<file path="src/rtl/vga_scanout.sv">
// vga_scanout: 640x480@60 raster timing generator and frame-buffer reader.
// The horizontal/vertical counters walk the full 800x525 raster. Two pipeline
// stages advance only on pix_ce. Stage 1 issues the RAM read and captures the
// blanking and sync flags for the same position. Stage 2 registers the returned
// colour together with those flags, so RGB and the sync edges leave the block
// aligned.
module vga_scanout #(
    parameter int H_ACTIVE = 640,
    parameter int H_FP     = 16,
    parameter int H_SYNC   = 96,
    parameter int H_BP     = 48,
    parameter int V_ACTIVE = 480,
    parameter int V_FP     = 10,
    parameter int V_SYNC   = 2,
    parameter int V_BP     = 33,
    parameter int ADDR_W   = 19
) (
    input  logic              clk,
    input  logic              rst,
    input  logic              pix_ce,
    output logic              rd_en,
    output logic [ADDR_W-1:0] rd_addr,
    input  logic [2:0]        rd_data,
    output logic              vga_r,
    output logic              vga_g,
    output logic              vga_b,
    output logic              hsync,
    output logic              vsync,
    output logic              frame_start
);

    localparam int H_TOTAL = H_ACTIVE + H_FP + H_SYNC + H_BP;
    localparam int V_TOTAL = V_ACTIVE + V_FP + V_SYNC + V_BP;
    // One extra code point so that a sync region ending exactly at the
    // line/frame end still has a representable end value.
    localparam int H_W     = $clog2(H_TOTAL + 1);
    localparam int V_W     = $clog2(V_TOTAL + 1);

    localparam logic [H_W-1:0]    H_ZERO_C   = {H_W{1'b0}};
    localparam logic [H_W-1:0]    H_ONE_C    = {{(H_W-1){1'b0}}, 1'b1};
    localparam logic [H_W-1:0]    H_ACT_C    = H_W'(H_ACTIVE);
    localparam logic [H_W-1:0]    H_LAST_C   = H_W'(H_TOTAL - 1);
    localparam logic [H_W-1:0]    HS_START_C = H_W'(H_ACTIVE + H_FP);
    localparam logic [H_W-1:0]    HS_END_C   = H_W'(H_ACTIVE + H_FP + H_SYNC);

    localparam logic [V_W-1:0]    V_ZERO_C   = {V_W{1'b0}};
    localparam logic [V_W-1:0]    V_ONE_C    = {{(V_W-1){1'b0}}, 1'b1};
    localparam logic [V_W-1:0]    V_ACT_C    = V_W'(V_ACTIVE);
    localparam logic [V_W-1:0]    V_LAST_C   = V_W'(V_TOTAL - 1);
    localparam logic [V_W-1:0]    VS_START_C = V_W'(V_ACTIVE + V_FP);
    localparam logic [V_W-1:0]    VS_END_C   = V_W'(V_ACTIVE + V_FP + V_SYNC);

    localparam logic [ADDR_W-1:0] A_ZERO_C   = {ADDR_W{1'b0}};
    localparam logic [ADDR_W-1:0] A_ONE_C    = {{(ADDR_W-1){1'b0}}, 1'b1};
    localparam logic [ADDR_W-1:0] A_LAST_C   = ADDR_W'(H_ACTIVE * V_ACTIVE - 1);

    // Raster position and linear read pointer.
    logic [H_W-1:0]    h_cnt_r;
    logic [V_W-1:0]    v_cnt_r;
    logic [ADDR_W-1:0] addr_cnt_r;

    // Stage 1: read request plus flags describing the requested pixel.
    logic              rd_en_r;
    logic [ADDR_W-1:0] rd_addr_r;
    logic              frame_start_r;
    logic              act1_r;
    logic              hs1_r;
    logic              vs1_r;

    // Stage 2: what the connector sees.
    logic [2:0]        rgb_r;
    logic              hsync_r;
    logic              vsync_r;

    // Combinational decode of the current position.
    logic [H_W-1:0]    h_nxt_s;
    logic [V_W-1:0]    v_nxt_s;
    logic [ADDR_W-1:0] addr_nxt_s;
    logic              visible_s;
    logic              hs_region_s;
    logic              vs_region_s;
    logic              first_pix_s;
    logic              frame_wrap_s;
    logic [2:0]        rgb_nxt_s;

    // Position decode, counter successors and the colour gate for stage 2.
    always_comb begin
        h_nxt_s      = h_cnt_r;
        v_nxt_s      = v_cnt_r;
        addr_nxt_s   = addr_cnt_r;
        rgb_nxt_s    = 3'b000;

        visible_s    = (h_cnt_r < H_ACT_C) && (v_cnt_r < V_ACT_C);
        hs_region_s  = (h_cnt_r >= HS_START_C) && (h_cnt_r < HS_END_C);
        vs_region_s  = (v_cnt_r >= VS_START_C) && (v_cnt_r < VS_END_C);
        first_pix_s  = (h_cnt_r == H_ZERO_C) && (v_cnt_r == V_ZERO_C);
        frame_wrap_s = (h_cnt_r == H_LAST_C) && (v_cnt_r == V_LAST_C);

        if (h_cnt_r == H_LAST_C) begin
            h_nxt_s = H_ZERO_C;
            if (v_cnt_r == V_LAST_C) begin
                v_nxt_s = V_ZERO_C;
            end else begin
                v_nxt_s = v_cnt_r + V_ONE_C;
            end
        end else begin
            h_nxt_s = h_cnt_r + H_ONE_C;
        end

        // The pointer only moves on visible pixels, so the row-major
        // address falls out without a multiplier. After the last pixel of
        // the frame it returns to zero so it never passes A_LAST_C.
        if (visible_s) begin
            if (addr_cnt_r == A_LAST_C) begin
                addr_nxt_s = A_ZERO_C;
            end else begin
                addr_nxt_s = addr_cnt_r + A_ONE_C;
            end
        end else if (frame_wrap_s) begin
            addr_nxt_s = A_ZERO_C;
        end else begin
            addr_nxt_s = addr_cnt_r;
        end

        if (act1_r) begin
            rgb_nxt_s = rd_data;
        end else begin
            rgb_nxt_s = 3'b000;
        end
    end

    // Raster counters and read pointer, advanced once per pixel enable.
    always_ff @(posedge clk) begin
        if (rst) begin
            h_cnt_r    <= H_ZERO_C;
            v_cnt_r    <= V_ZERO_C;
            addr_cnt_r <= A_ZERO_C;
        end else if (pix_ce) begin
            h_cnt_r    <= h_nxt_s;
            v_cnt_r    <= v_nxt_s;
            addr_cnt_r <= addr_nxt_s;
        end
    end

    // Stage 1: issue the read; strobes are one clk wide, address and flags hold.
    always_ff @(posedge clk) begin
        if (rst) begin
            rd_en_r       <= 1'b0;
            rd_addr_r     <= A_ZERO_C;
            frame_start_r <= 1'b0;
            act1_r        <= 1'b0;
            hs1_r         <= 1'b0;
            vs1_r         <= 1'b0;
        end else if (pix_ce) begin
            rd_en_r       <= visible_s;
            rd_addr_r     <= addr_cnt_r;
            frame_start_r <= visible_s && first_pix_s;
            act1_r        <= visible_s;
            hs1_r         <= hs_region_s;
            vs1_r         <= vs_region_s;
        end else begin
            rd_en_r       <= 1'b0;
            frame_start_r <= 1'b0;
        end
    end

    // Stage 2: capture RAM data with the matching blanking and sync flags.
    always_ff @(posedge clk) begin
        if (rst) begin
            rgb_r   <= 3'b000;
            hsync_r <= 1'b1;
            vsync_r <= 1'b1;
        end else if (pix_ce) begin
            rgb_r   <= rgb_nxt_s;
            hsync_r <= ~hs1_r;
            vsync_r <= ~vs1_r;
        end
    end

    assign rd_en       = rd_en_r;
    assign rd_addr     = rd_addr_r;
    assign frame_start = frame_start_r;
    assign vga_r       = rgb_r[2];
    assign vga_g       = rgb_r[1];
    assign vga_b       = rgb_r[0];
    assign hsync       = hsync_r;
    assign vsync       = vsync_r;

endmodule
</file>
<file path="config.mk">
export PLATFORM = sky130hd
export DESIGN_NAME = vga_scanout
export DESIGN_NICKNAME = d
export VERILOG_FILES = /design/src/rtl/vga_scanout.sv
export SDC_FILE = /design/constraint.sdc
export NUM_CORES = 1
export LEC_CHECK = 0
export CAP_MARGIN = 20
export CORE_AREA = 5 5 79 81
export DETAILED_ROUTE_END_ITERATION = 10
export DIE_AREA = 0 0 84 86
export GPL_TIMING_DRIVEN = 1
export PLACE_DENSITY = 0.9
export SLEW_MARGIN = 20
export SYNTH_ARGS = -nofsm -noshare
export SYNTH_HDL_FRONTEND = slang
export SYNTH_SLANG_ARGS = --single-unit
</file>
<file path="constraint.sdc">
create_clock -name clk -period 5.1 [get_ports clk]
set_input_delay 1.02 -clock clk [delete_from_list [all_inputs] [get_ports clk]]
set_output_delay 1.02 -clock clk [all_outputs]
set_load 0.01 [all_outputs]
</file>
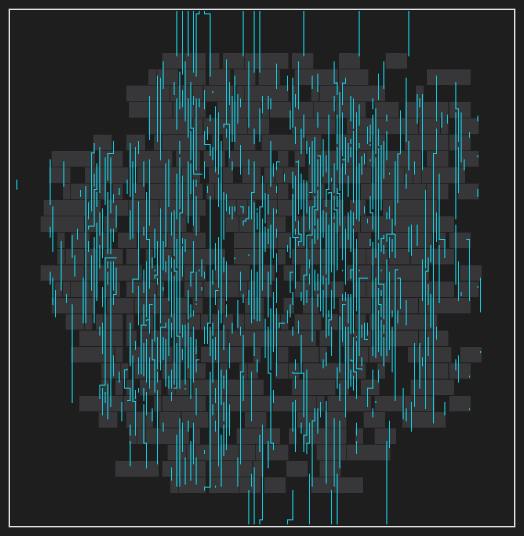
Run 1: met2 routing
(6 px per um)
The layer holds 50% of the routed length. The wires run mostly vertical.
met2 capacity usage during global routing: 0.3181
total number of vias: 2,658
final wirelength: 6621 um

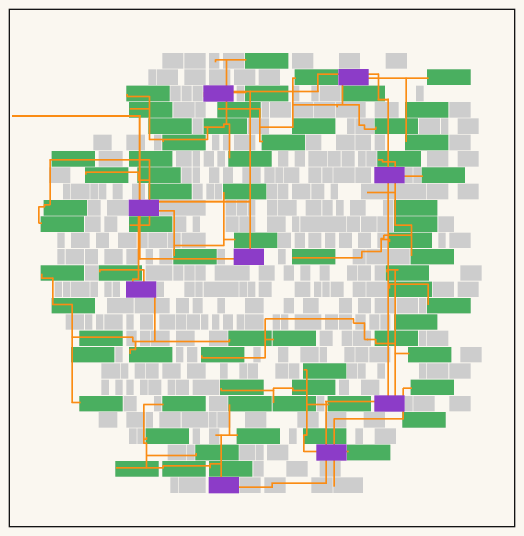
Run 1: clock network drawn from the DEF
(6 px per um)
Key: purple = clock drivers [count 9]; green = flip-flops [count 68]; orange = clock wires [length 834 um]
Position of the flops: widely spread. There are 10 routed clock nets.
clock distribution power: 0.448 mW
power share of the clock group: 0.427
worst clock skew on the final layout: 0.008549 ns
clock latency reported for the late side of the worst-skew pair: 0.35 ns

==> run notes, run 1 <==
Latest figures from synthesis and place and route.

The flow ran to the end, and the final reports show no timing, DRC or antenna violations. The width of the die is around 84 um. Of the total synthesized cell area, the portion taken by AND-OR and OR-AND cells is 0.1091. The warning tally printed by Yosys for this design is 0. The dominant kind of cell by area is multi-input combinational cells. The critical path maximum fanout is 18. Hold-check failures listed in the final report amount to 0.

The number of nets produced by synthesis is ~360. The total negative slack for setup checks is 0 ns. The critical path class is primary input to register. The global-route usage over all layers is 0.1946. Per Yosys stat, the portion of area used by sequential elements is 0.4347. The routability congestion estimate from global placement is 0.8965. The total internal power is approximately 0.81 mW. Setup violations remaining at the end of the flow were counted as 0. In the floorplan report the effective utilization is 0.5794. Sorting the synthesized cells by area gives the leading types as sky130_fd_sc_hd__dfxtp_1 (43%), sky130_fd_sc_hd__mux2i_1 (6.4%), sky130_fd_sc_hd__nor2_1 (6.0%), sky130_fd_sc_hd__xor2_1 (3.6%), sky130_fd_sc_hd__nand2_1 (3.1%). The xor and xnor fraction of the mapped netlist area is 0.05314. According to the dpl log, the detail-placed design has an HPWL of 4653 um.

In this run the remaining antenna-violating nets after routing total 0. The count of cell types in the netlist is between 40 and 50. For the worst reg-to-reg path, the endpoint reported by OpenROAD is addr_cnt_r[2]. The script computed the net switching share of total power as 0.2278. The OpenROAD report gives the critical path a data arrival time of 3.04 ns. Setup repair after global routing left no endpoint under its margin.

Of the total power, combinational logic draws 0.053. Once layout is complete, the cells apart from fillers number ~460. The dominant cell type by area after synthesis is sky130_fd_sc_hd__dfxtp_1. In the final layout, the share of cells above drive strength 1 is 0.09138.

According to the tapcell log, the count of inserted taps is 72. The total core area is 5405 sq um. The logic depth of the worst setup path including buffers is 6. The area taken by multi-input combinational cells is reported as 1668 sq um. Registers take 1361 sq um. For reference, the critical path is captured by addr_cnt_r[2].

Per the placement report, the placed cell count is 439. The most frequently used cell type in the post-synthesis netlist is sky130_fd_sc_hd__dfxtp_1. After the last flow step, the layout net total stands at 389. Counting instances, the worst hold path has a depth of 2. The cell with the largest stage delay on the worst path is sky130_fd_sc_hd__o21ai_1. Per the timing report, the most critical flop-to-flop path originates at h_cnt_r[0]. Row generation in the floorplan step produced 27 rows. Yosys stat counts 349 cells in the synthesized netlist. The H-tree was split into 3 levels. The clock distribution area overhead in the final layout is 0.05482. The clock edge transition at the registers on the reported setup and hold paths is around 0.070 ns. After floorplanning, the die was sized to cover between 7000 and 8000 sq um. The report lists the cells along the critical path as buf_2 > nand4_2 > nor3_4 > a21oi_2 > o21ai_1 > nor2_1.

The run reported a max-capacitance violation count of 0. The count of library flops with an enable pin is 0. The required time reported for the critical path endpoint is 5.31 ns. The launching element type of the critical path is a primary input. The area growth from synthesis to layout is 17.34%.

The cell type group with the largest total delay on the critical path is simple AND/OR/NAND/NOR gates. The worst register-to-register path has a setup slack of 2.73 ns. No sink is reached through more buffers than the 2 on the longest clock path. The final timing summary puts the cycle share of the worst path at 0.5546. The post-detailed-route DRC marker count is 0. The achievable frequency is approximately 0.35 GHz. Along the critical path, the tally of buffer and inverter instances is 1. Of the total power, registers draw 0.520. The pin count of the biggest net entering global routing is 24.

The leakage power total is between 1 and 1.5 nW. The area fraction of the largest cell type after synthesis is 0.4347. The adder-cell share of the synthesized area is 0.01998. The sequential share of cell area is 0.3704. The worst path in the final design needs a cycle of 2.828 ns, including I/O delays and setup.

The wire length of the first global-routing pass is 11,380 um. The worst supply voltage drop on vdd is 0.0001778 V. The vertical extent of the die is 86 um. In this run the cell area of the synthesized design comes to between 3000 and 4000 sq um.

The number of logic gates is 257. The non-clock inverters instantiated in the layout total 9. The number of post-CTS setup repair buffers is 0. The origin of the worst setup path is pix_ce. The number of antenna diodes in the final layout is 0. The total grt overflow is 0. The cell count after synthesis came out at 349. The post-detailed-route via-to-cell ratio is between 5 and 6. The class of the worst hold path is register to register.

The stage-log warning count is 28. The layout has 424 filler cells. The buffer cell driving the clock tree root is sky130_fd_sc_hd__clkbuf_8. The most frequently used flop master after synthesis is sky130_fd_sc_hd__dfxtp_1. The logic share of the area is 0.4539. The number of non-clock buffers in the layout is 33. The worst max-slew margin expressed relative to the limit is 0.4465. TritonCTS built the clock tree. The mean routed wirelength per cell is about 15 um. In the synthesized netlist, the cells that appear most often are sky130_fd_sc_hd__dfxtp_1 (68), sky130_fd_sc_hd__nor2_1 (50), sky130_fd_sc_hd__nand2_1 (26). In this run, the number of DRC markers left after iteration 0 of detailed routing was between 200 and 300.

The largest stage delay on the critical path is about 0.6 ns. The chip area line of the yosys report is 3132 sq um. The flip-flop and latch count after synthesis is 68. The endpoint type of the worst setup path is a register. Before antenna repair, the detailed router went through 4 iterations.

The async set or reset register ratio after synthesis is 0. The average size of a mapped cell is between 8 and 9 sq um. The number of slew-limit violations in the final report is 0. In the synthesized netlist, the dominant kind of combinational cell is simple AND/OR/NAND/NOR gates. In this run the power spent charging and discharging nets is 0.2389 mW.

The number of gates resized after CTS was 0. The layout report lists the non-clock buffer share of cell area as 0.08716. The number of global-route vias before repair came to 2,564. For reference, the mux area share after synthesis is 0.06392.

Logic depth along the worst register-to-register path is recorded as 6. The number of antenna violations at the first check in global routing is 0. The hold buffer count at CTS is 0. The basic-gate share of the synthesized area counting and, or, nand and nor cells is 0.2865. Power spread over the standard cell area amounts to ~290 nW/um^2. The worst-margin pin slew is 0.8253 ns.
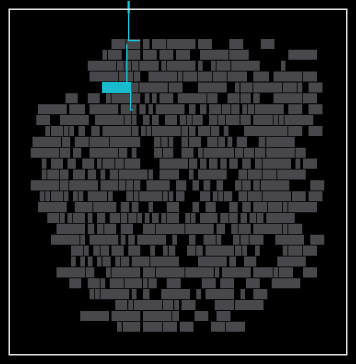
Run 1: nets reached from selected ports
(4 px per um)
Key: cyan = vga_b [bits 1, direction output, end cells 1, buffers 1, wire 26.1 um]
number of port buffers: 31
number of primary I/O pins: 32

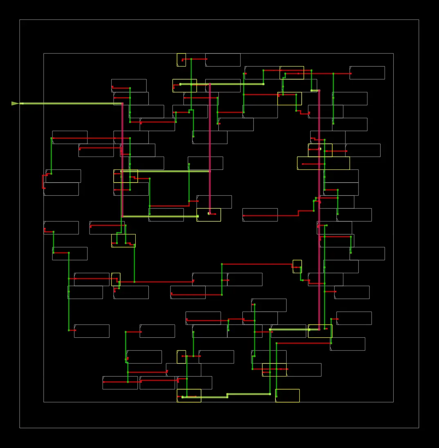
Run 1: clock nets
CTS sink cnt: 68
Flop Count: 68
total CTS buffers: 9
number of clock buffer instances in the layout: 11

[run 1: layout by cell type, fill, tap and decap left out, types with 6 or more instances in the layout]
cell / instances
sky130_fd_sc_hd__dfxtp_1: 68
sky130_fd_sc_hd__nor2_1: 50
sky130_fd_sc_hd__clkdlybuf4s50_1: 30
sky130_fd_sc_hd__nand2_1: 26
sky130_fd_sc_hd__mux2i_1: 20
sky130_fd_sc_hd__a21oi_1: 18
sky130_fd_sc_hd__nand4_1: 15
sky130_fd_sc_hd__nand3_1: 14
sky130_fd_sc_hd__xor2_1: 13
sky130_fd_sc_hd__clkbuf_8: 11
sky130_fd_sc_hd__nor3_1: 10
sky130_fd_sc_hd__inv_1: 9
sky130_fd_sc_hd__o21ai_0: 8
sky130_fd_sc_hd__and3_1: 7
sky130_fd_sc_hd__xnor2_1: 6
[run 1: how the worst min path moves through the flow]
| stage | end | start |
|---|---|---|
| 5_1_grt | rgb_r[0] | rgb_r[0] |
| 3_5_place_dp | vs1_r | vs1_r |
| 4_1_cts | vs1_r | vs1_r |
| 6_report | rgb_r[1] | rgb_r[1] |
| 2_1_floorplan | vs1_r | vs1_r |
| 3_3_place_gp | rgb_r[2] | rgb_r[2] |
[run 1: worst reg2reg max path, stage by stage (launching register included)]
cell and delay (ns):
sky130_fd_sc_hd__dfxtp_1 0.39, sky130_fd_sc_hd__ha_1 0.21, sky130_fd_sc_hd__nand4_2 0.24, sky130_fd_sc_hd__nor3_4 0.46
sky130_fd_sc_hd__a21oi_2 0.24, sky130_fd_sc_hd__o21ai_1 0.60, sky130_fd_sc_hd__nor2_1 0.11
[run 1: per-stage QoR]
step,power [mW],utilization,setup WS [ns],hold WS (ns),instance area [sq um]
2_1_floorplan,0.5951,-,2.449,0.4454,3132
3_3_place_gp,0.6108,0.6426,1.965,0.4569,3473
3_5_place_dp,0.6130,0.6426,1.943,0.4619,3473
4_1_cts,1.058,0.6799,2.307,0.4722,3675
5_1_grt,1.091,0.6799,2.022,0.4982,3675
6_report,1.049,0.6799,2.272,0.4721,3675
[run 1: routing by layer]
layer  routed length (um)  global-route usage  up-vias
met5                    0                   0        -
met4                  180              0.1096        0
met3                  365             0.05668       18
met2                 3296              0.3181       79
met1                 2779              0.2294     1247
li1                     -                   -     1314
[run 1: state kept, by name, summed over array words and instances, names as in the netlist, 3 cells and up]
signal	cells
rd_addr	19
rgb_r	3
addr_cnt_r	19
h_cnt_r	10
v_cnt_r	10
[run 1: cell families (layout without fill, tap and decap cells)]
| group | count (synthesis) | count (layout) |
|---|---|---|
| AOI/OAI and AO/OA | 51 | 51 |
| xor gates and xnor gates | 19 | 19 |
| adders and majority gates | 5 | 5 |
| buffers and inverters | 24 | 58 |
| DFF | 68 | 68 |
| muxes | 20 | 20 |
| and+or+nand+nor | 162 | 162 |
[run 1: power groups by stage]
stage,clock (mW),combinational [mW],sequential (mW)
finish,0.448,0.0553,0.546
floorplan,0,0.0375,0.558
global placement,0,0.0535,0.557
detailed placement,0,0.0552,0.558
CTS,0.457,0.0556,0.546
global route,0.483,0.0613,0.546
Run 1, placed cells, one color a class:
(4 px per um) Fill, decap, tap and diode cells in gray.
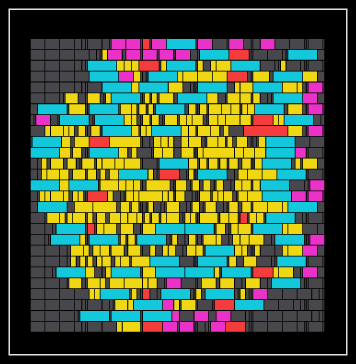

==> run 2, diff against run 1 <==
CORE_AREA = 5 5 85 87   (was 5 5 79 81)
DIE_AREA = 0 0 90 92   (was 0 0 84 86)
PLACE_DENSITY = 0.83   (was 0.9)
clock period = 2.3 ns   (was 5.1 ns; I/O delays follow)
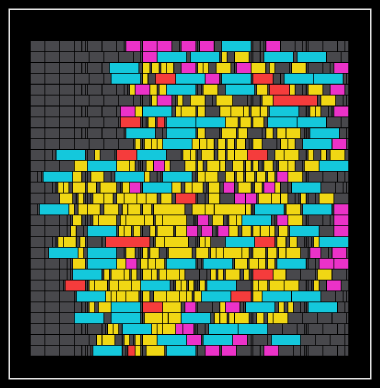
Run 2: placed cells, one color a class
(4 px per um) Fill, decap, tap and diode cells in gray.
Key: cyan = sequential cells [cells 68, share of their area 37%]; yellow = combinational and other logic [cells 266, share of their area 46%]; magenta = remaining buffers and delay cells [cells 47, share of their area 11%]; red = clock drivers and dummy loads [cells 16, share of their area 6.3%]
final cell utilization of the core: 0.6091
Post-Layout Inst Area: 3824 sq um

==> run notes, run 2 <==
Latest figures from synthesis and place and route.

The global-route usage over all layers was 0.1713 (-0.02327). The clock tree from TritonCTS is yes. The initial core utilization came to 0.4989 (-0.08049). The most frequently used cell type in the post-synthesis netlist is sky130_fd_sc_hd__dfxtp_1. The count of filler cells inserted in the layout is 536 (+26%).

The xor and xnor fraction of the mapped netlist area was 0.05314 (unchanged). The number of antenna violations at the first check in global routing came to 0 (unchanged). The maximum fanout along the worst path came to 10 (-8). Sorting the synthesized cells by area gives the leading types as sky130_fd_sc_hd__dfxtp_1 (43%), sky130_fd_sc_hd__mux2i_1 (6.4%), sky130_fd_sc_hd__nor2_1 (6.0%), sky130_fd_sc_hd__xor2_1 (3.6%), sky130_fd_sc_hd__nand2_1 (3.1%). The most frequently used flop master after synthesis is sky130_fd_sc_hd__dfxtp_1. The count of yosys warnings during synthesis came to 0 (unchanged).

Summed over all instances, the cell type with the most area after synthesis is sky130_fd_sc_hd__dfxtp_1. The stage-log warning count is 28 (unchanged). The length of the first detailed-routing pass in iterations is 4 (unchanged).

The number of cells on the worst reg-to-reg path is 7 (+1). The top cell types in the final layout, fill and taps aside, are sky130_fd_sc_hd__dfxtp_1 (68), sky130_fd_sc_hd__nor2_1 (50), sky130_fd_sc_hd__clkdlybuf4s50_1 (30), sky130_fd_sc_hd__nand2_1 (26), sky130_fd_sc_hd__mux2i_1 (20). The most used logic cell in the final layout is sky130_fd_sc_hd__dfxtp_1. The total inserted antenna cells is 0 (unchanged).

The number of nets produced by synthesis is 360 (unchanged). The maximum clock path buffer count is 2 (unchanged). The width of the die is 90 um (+7.1%). The vertical extent of the die is 92 um (+7.0%). Setup repair after global routing left no endpoint under its margin. The flow ran to the end, and the final reports show no timing, DRC or antenna violations.

Per the timing report, the achievable frequency comes out to 0.4605 GHz. The total of endpoints with negative setup slack in the final report was 0 (unchanged). The pin count of the biggest net entering global routing came to 21 (-13%).

The HPWL after detailed placement is 5108 um (+9.8%). The area growth from synthesis to layout is 22.09%. The routability congestion estimate from global placement is 0.9485 (+5.8%). The launching element type of the critical path is a register. The areal power density over the cells is 646.6 nW/um^2 (+130%). The sequential cell area fraction in the yosys report was 0.4347 (unchanged). The synthesized netlist cell count was 349 (unchanged). The launch point of the worst register-to-register path is recorded as addr_cnt_r[0]. The flip-flop and latch count after synthesis came to 68 (unchanged). The chip area line of the yosys report is 3132 sq um (unchanged). The most critical setup path has its startpoint at addr_cnt_r[0]. The async set or reset register ratio after synthesis is 0 (unchanged). The number of slew-limit violations in the final report is 0 (unchanged). The total cells reported by yosys after synthesis is 349 (unchanged). The buffer cell driving the clock tree root is sky130_fd_sc_hd__clkbuf_8. The latest clock arrival within the worst-skew pair is 0.34 ns (about the same). The post-detailed-route via-to-cell ratio is 5.703 (-2.4%). The total negative slack for setup checks is 0 ns (unchanged). By count the netlist is led by sky130_fd_sc_hd__dfxtp_1 (68), sky130_fd_sc_hd__nor2_1 (50), sky130_fd_sc_hd__nand2_1 (26).

The post-layout net count is 403 (+3.6%). For reference, the most critical setup path is categorized as register to register. The proportion of netlist area held by the largest area contributor is 0.4347 (unchanged). The count of clock tree sinks was 68 (unchanged). The number of max-capacitance violations reported came to 0 (unchanged). The number of buffer cells added on primary ports is 31 (unchanged).

The number of top-level pins is 32 (unchanged). The count of cell types in the netlist is 49 (unchanged). The DRC marker count from the first detailed-route iteration is 160 (-40%).

The cell area after synthesis is 3132 sq um (unchanged). The count of library flops with an enable pin is 0 (unchanged). The endpoint type of the worst setup path is a register.

The total clock buffers created by CTS is 9 (unchanged). The number of failing hold endpoints at the final stage is 0 (unchanged). The total core area was 6277 sq um (+16%). The chip area is 8280 sq um (+15%). The maximum level of the CTS H-tree is 3 (unchanged). STA reports the tightest min-delay check as being of type register to register. The share of post-route cells with drive strength above 1 is 0.1259 (+0.03456). The final wirelength was 7128 um (+7.7%). The total grt overflow is 0 (unchanged).

The share of synthesized area spent on multiplexers is 0.06392 (unchanged). The post-route clock period utilization is 0.9441. The basic-gate share of the synthesized area counting and, or, nand and nor cells is 0.2865 (unchanged). The number of global-route vias before repair came to 2,561 (-0.12%). The hold buffer count at CTS is 0 (unchanged).

The adder-cell share of the synthesized area is 0.01998 (unchanged). The required time reported for the critical path endpoint came to 2.52 ns (-2.79 ns). The worst supply voltage drop on vdd is 0.0005537 V (+210%). The final critical-path required period is 2.171 ns. The post-detailed-route DRC marker count came to 0 (unchanged). The worst max-slew margin expressed relative to the limit is 0.6447 (+0.1982).

According to the timing report, the critical path is captured at addr_cnt_r[14]. The clock edge transition at the registers on the reported setup and hold paths is 0.07 ns (about the same). The dominant kind of combinational cell is simple AND/OR/NAND/NOR gates. The clock skew came to 0.01107 ns (+0.002516 ns). The average size of a mapped cell is 8.974 sq um (unchanged). The wire length of the first global-routing pass is 11,830 um (+4.0%).

The number of nets with antenna violations after detailed routing is 0 (unchanged). The leakage power total was 1.434 nW (+6.2%). The worst setup slack for register-to-register paths was 0.13 ns (-2.60 ns). The capture point of the worst register-to-register path is recorded as addr_cnt_r[14]. The post-synthesis share of cell area spent on and-or and or-and gates is 0.1091 (unchanged). The number of vias in the routed layout was 2,703 (+1.7%). The count of standard-cell rows is 29 (+7.4%). The worst endpoint data arrival time is 2.39 ns (-0.65 ns).

The mean routed wirelength per cell is 15.04 um (+3.3%). The worst-margin pin slew is 0.5329 ns (-0.2924 ns).
-- run 2: kinds of logic (layout without fill, tap and decap cells) --
logic type | Yosys count | count (layout)
AND-OR/OR-AND | 51 | 51
XOR/XNOR | 19 | 19
adder cells (fa/ha/maj) | 5 | 5
buffers and inverters | 24 | 72
flip-flops | 68 | 68
multiplexers | 20 | 20
AND/OR/NAND/NOR | 162 | 162
-- run 2: final cells by class --
type                       count  area (sq um)  share of cell area
clock buffer                  12         165.2             0.04319
inverter                       9         33.78            0.008835
tap                           77         96.34             0.02520
sequential                    68          1361              0.3560
clock inverter                 4         70.07             0.01832
timing repair buffer          47         425.4              0.1113
multi-input combinational    257          1672              0.4372
-- run 2: report_power, final --
group	switching, mW	internal [mW]	total, mW
combinational	0.0747	0.0593	0.134
sequential	0.0176	1.19	1.21
clock	0.432	0.696	1.13
-- run 2: worst min path at each step --
stage | start | to | cells after the start
final | rgb_r[0] | rgb_r[0] | 2
after global routing | rgb_r[0] | rgb_r[0] | 2
after CTS | rgb_r[0] | rgb_r[0] | 2
after detailed placement | rgb_r[0] | rgb_r[0] | 2
after global placement | rgb_r[0] | rgb_r[0] | 2
after floorplan | vs1_r | vs1_r | 2
-- run 2: critical path, stage by stage, from the launching register on --
cell and delay, ns:
sky130_fd_sc_hd__dfxtp_1 0.48, sky130_fd_sc_hd__ha_1 0.27, sky130_fd_sc_hd__nand2_1 0.12, sky130_fd_sc_hd__nor4_4 0.27, sky130_fd_sc_hd__buf_4 0.18, sky130_fd_sc_hd__a21oi_2 0.13
sky130_fd_sc_hd__and2_1 0.27, sky130_fd_sc_hd__a221o_1 0.34
-- run 2: routing by layer --
layer | vias up | routed length (um) | track usage
li1 | 1350 | - | -
met1 | 1276 | 3062 | 0.1932
met2 | 66 | 3585 | 0.3067
met3 | 11 | 358 | 0.05155
met4 | 0 | 122 | 0.05955
met5 | - | 0 | 0
-- run 2: repair_timing --
item	in CTS	in global routing
resized	0	1
buffers inserted	0	1
setup endpoints to repair	0	12
-- run 2: metrics by stage --
step	hold slack, ns	total power, mW	area [sq um]	worst slack [ns]	cells
after global routing	0.4828	2.563	3824	0.0002387	474
after global placement	0.4486	1.367	3577	0.2333	457
after detailed placement	0.4562	1.371	3577	0.1624	457
final	0.4647	2.472	3824	0.1286	474
after floorplan	0.4454	1.320	3132	0.2086	349
after CTS	0.4679	2.496	3812	0.1106	473
No activity file was given, so power comes from the tool's default toggle rates.
